Design q_serializer, sky130hd; sources not shown.
Figure 1. A small window of the routed layout (run 1).
The bar under the picture is 10 microns long. Window x 16 to 56, y 2 to 42 microns. Cells in gray, sequential cells in the stronger gray; small squares are vias.
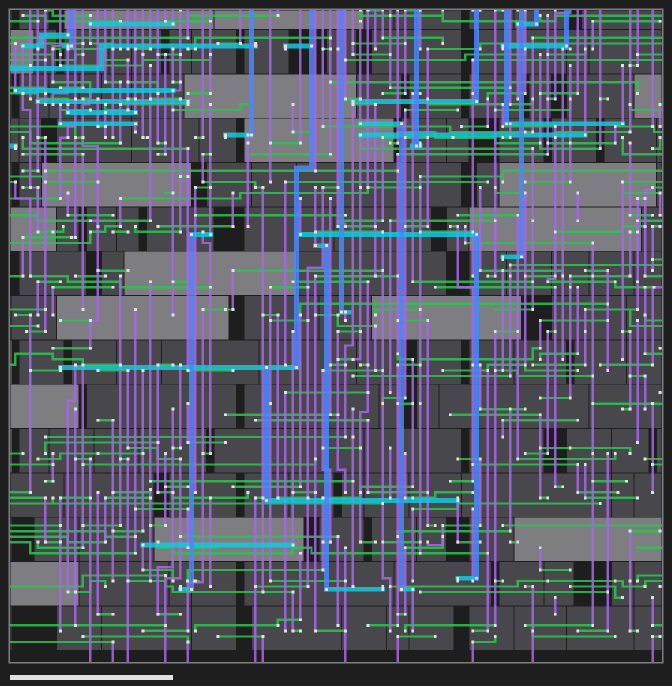
color	layer
cyan	M3
green	M1
blue	M4
purple	M2
most frequent	buf_4 (35), nor2_1 (10), nand2_1 (8)
sequential cells in the window	10
cells with their middle in the window	133

Figure 2. Routing congestion (run 1).
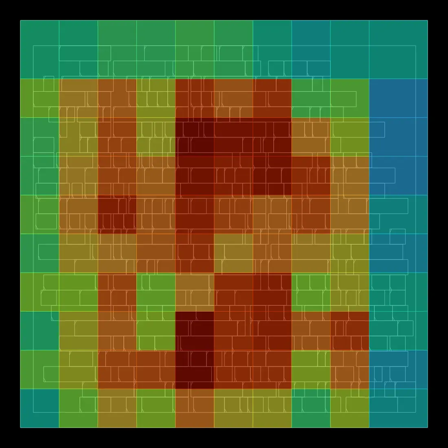
met2 track utilization from global routing: 0.413
Global Route met1 Usage: 0.316

Figure 3. Met2 routing (run 1).
The bar under the picture is 20 microns long. Cells faint in the background.
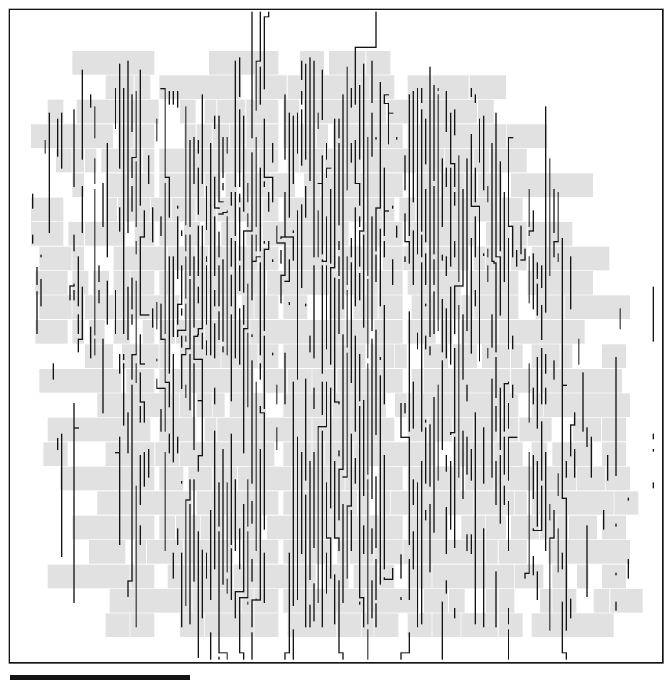
longest straight run	29.9 microns
main direction	vertical
nets with wire on the layer	326
via total after detailed routing: 2,292
wirelength, routed: 7060 microns

==> run summary <==
Logic inverters: 10
Outcome: complete, no violations
Vertical die size: 72.5 microns
Diodes inserted: 0
Delay of the slowest cell on the worst path: 0.51 ns
Proportion of synthesized flip-flops having asynchronous set or reset: 1.00
Share of the yosys chip area belonging to registers: 0.405
Fraction of area in registers: 0.278
Dominant Register Cell: sky130_fd_sc_hd__dfrtp_1
Utilization of the core after routing: 0.792
Comb area: 0.00162 sq mm
Total power density per cell area: 1540 mW/mm^2
HPWL after detailed placement: 4070 microns
Required time at the endpoint of the critical path: 2.39 ns
Area share of buffers outside the clock network: 0.203
Num tapcells: 52
Max-Cap Viols: 0
Critical Path, Cell by Cell: inv_1, ha_2, or4b_4, buf_4, nor2_4, a21oi_2, nor2_2, a21oi_1, a211oi_2
Endpoint class of the critical path: flop
Fill cell instance count of the final layout: 243
Max stage delay cell, worst path: sky130_fd_sc_hd__or4b_4
TritonCTS Buffers: 5
Pre-placement core utilization: 0.528
Wire length of the first global-routing pass: 10,100 microns
Final Max-Slew Violation Tally: 0
Net switching fraction of the power: 0.508
Area enclosed by the die boundary: 0.00526 sq mm
Data arrival at the endpoint of the critical path: 2.36 ns
Weighted congestion at the end of routability-driven global placement: 0.852
Top library cells by usage in the layout, fill and taps aside: 61 x sky130_fd_sc_hd__buf_4, 28 x sky130_fd_sc_hd__dfrtp_1, 26 x sky130_fd_sc_hd__nand2_1, 19 x sky130_fd_sc_hd__nor2_1, 16 x sky130_fd_sc_hd__o21ai_0
Count of plain and timing-repair buffers: 83
Share of layout cells above drive strength 1: 0.421
Design internal power: 2.67 mW
# port buffers: 35
Number of global-route vias before repair: 2,158
Adder-cell share of the synthesized area: 0.105
Vias per cell: 5.89
Router iterations before antenna repair: 4
Type of element launching the critical path: flop
Pre-CTS setup slack: 0.0345 ns
Clk network pwr share: 0.119
Area of the mapped netlist: 0.00235 sq mm
Nets@finish: 368
Cell count after synthesis: 254
Static Leakage: 1.59 nW
Worst clock skew: 0.0190 ns
Synth warnings: 0
Number of DRC markers after the initial detailed-route iteration: 182
Num sequential: 38
Global Route met3 Usage: 0.0528
RSZ-0062 raised after global routing: true
Latest clock arrival within the worst-skew pair: 0.38 ns
Classification of the worst-slack hold path: in -> async
Relative contribution of combinational cells to total power: 0.644
Placeable core region: 0.00444 sq mm
Boundary Pins: 36
Top Layer Used: met4
Final hold vios: 0
Clock network area share: 0.0288
Multi-input logic portion of the cell area: 0.461
Layout-stage area growth over the synthesis result: 50.1%
Startpoint-to-endpoint class of the critical path: reg -> reg
Total clock sinks: 38
Nets at Floorplan: 286
Clock tree root buffer cell: sky130_fd_sc_hd__clkbuf_4
Synthesized area per cell: 9.24 sq um
H-Tree Depth: 2
Total met3 wirelength after detailed routing: 368 microns
Worst Hold Margin: 0.429 ns
Maximum number of pins on one net before global-route repair: 24
Layout Cell Area excl Fill: 0.00352 sq mm
FF-to-FF setup slack: 0.02 ns
Area share of and/or/nand/nor cells after synthesis: 0.209
Grt peak-use layer: met2
Number of logic gates: 198
AND-OR/OR-AND share of the synthesized area: 0.152
Dominant comb cell: simple AND/OR/NAND/NOR gates
Critical-path maximum fanout: 4
Antenna viol nets, final: 0
Total cells reported by yosys after synthesis: 254
Final setup margin: 0.0238 ns
Placed Cells incl. Taps: 351
Number of flip-flops and latches in the synthesized netlist: 38
Final total negative setup slack: 0 ns
## run 1: what timing repair did
item                       CTS  global route
setup buffers               20             9
gates cloned                 0             0
pin swaps                   13            21
hold buffers                 1             0
hold endpoints to repair    21             0
gates resized               13            44
setup endpoints to repair   22            36
## run 1: cell usage after synthesis, types with 3 or more instances
cell	n	area share
sky130_fd_sc_hd__dfrtp_1	38	0.41
sky130_fd_sc_hd__nor3_1	5	0.011
sky130_fd_sc_hd__o21ai_0	23	0.049
sky130_fd_sc_hd__nand4_1	3	0.0080
sky130_fd_sc_hd__inv_1	9	0.014
sky130_fd_sc_hd__clkbuf_1	6	0.0096
sky130_fd_sc_hd__nand2b_1	5	0.013
sky130_fd_sc_hd__a21oi_1	19	0.041
sky130_fd_sc_hd__o22a_1	3	0.011
sky130_fd_sc_hd__xnor2_1	10	0.037
sky130_fd_sc_hd__nand3_1	9	0.019
sky130_fd_sc_hd__nor4_1	4	0.011
sky130_fd_sc_hd__ha_1	18	0.096
sky130_fd_sc_hd__nor2_1	23	0.037
sky130_fd_sc_hd__and3_1	3	0.0080
sky130_fd_sc_hd__mux2_2	6	0.029
sky130_fd_sc_hd__xor2_1	9	0.034
sky130_fd_sc_hd__nand2_1	29	0.046
sky130_fd_sc_hd__a31oi_1	3	0.0080
## run 1: power groups by stage
stage	combinational (mW)	sequential, mW	clock (mW)
3_5_place_dp	2.82	1.29	0
6_report	3.50	1.28	0.648
5_1_grt	3.71	1.31	0.676
2_1_floorplan	1.35	2.03	0
4_1_cts	3.08	1.26	0.641
3_3_place_gp	2.76	1.27	0
## run 1: critical path, delay by kind of cell (launching register included)
kind | cells | cell delay [ns]
adders and majority gates | 1 | 0.20
DFF | 1 | 0.40
and+or+nand+nor | 3 | 0.77
AOI/OAI and AO/OA | 3 | 0.36
buffers and inverters | 2 | 0.24
Power is estimated from default activity; no workload was simulated.
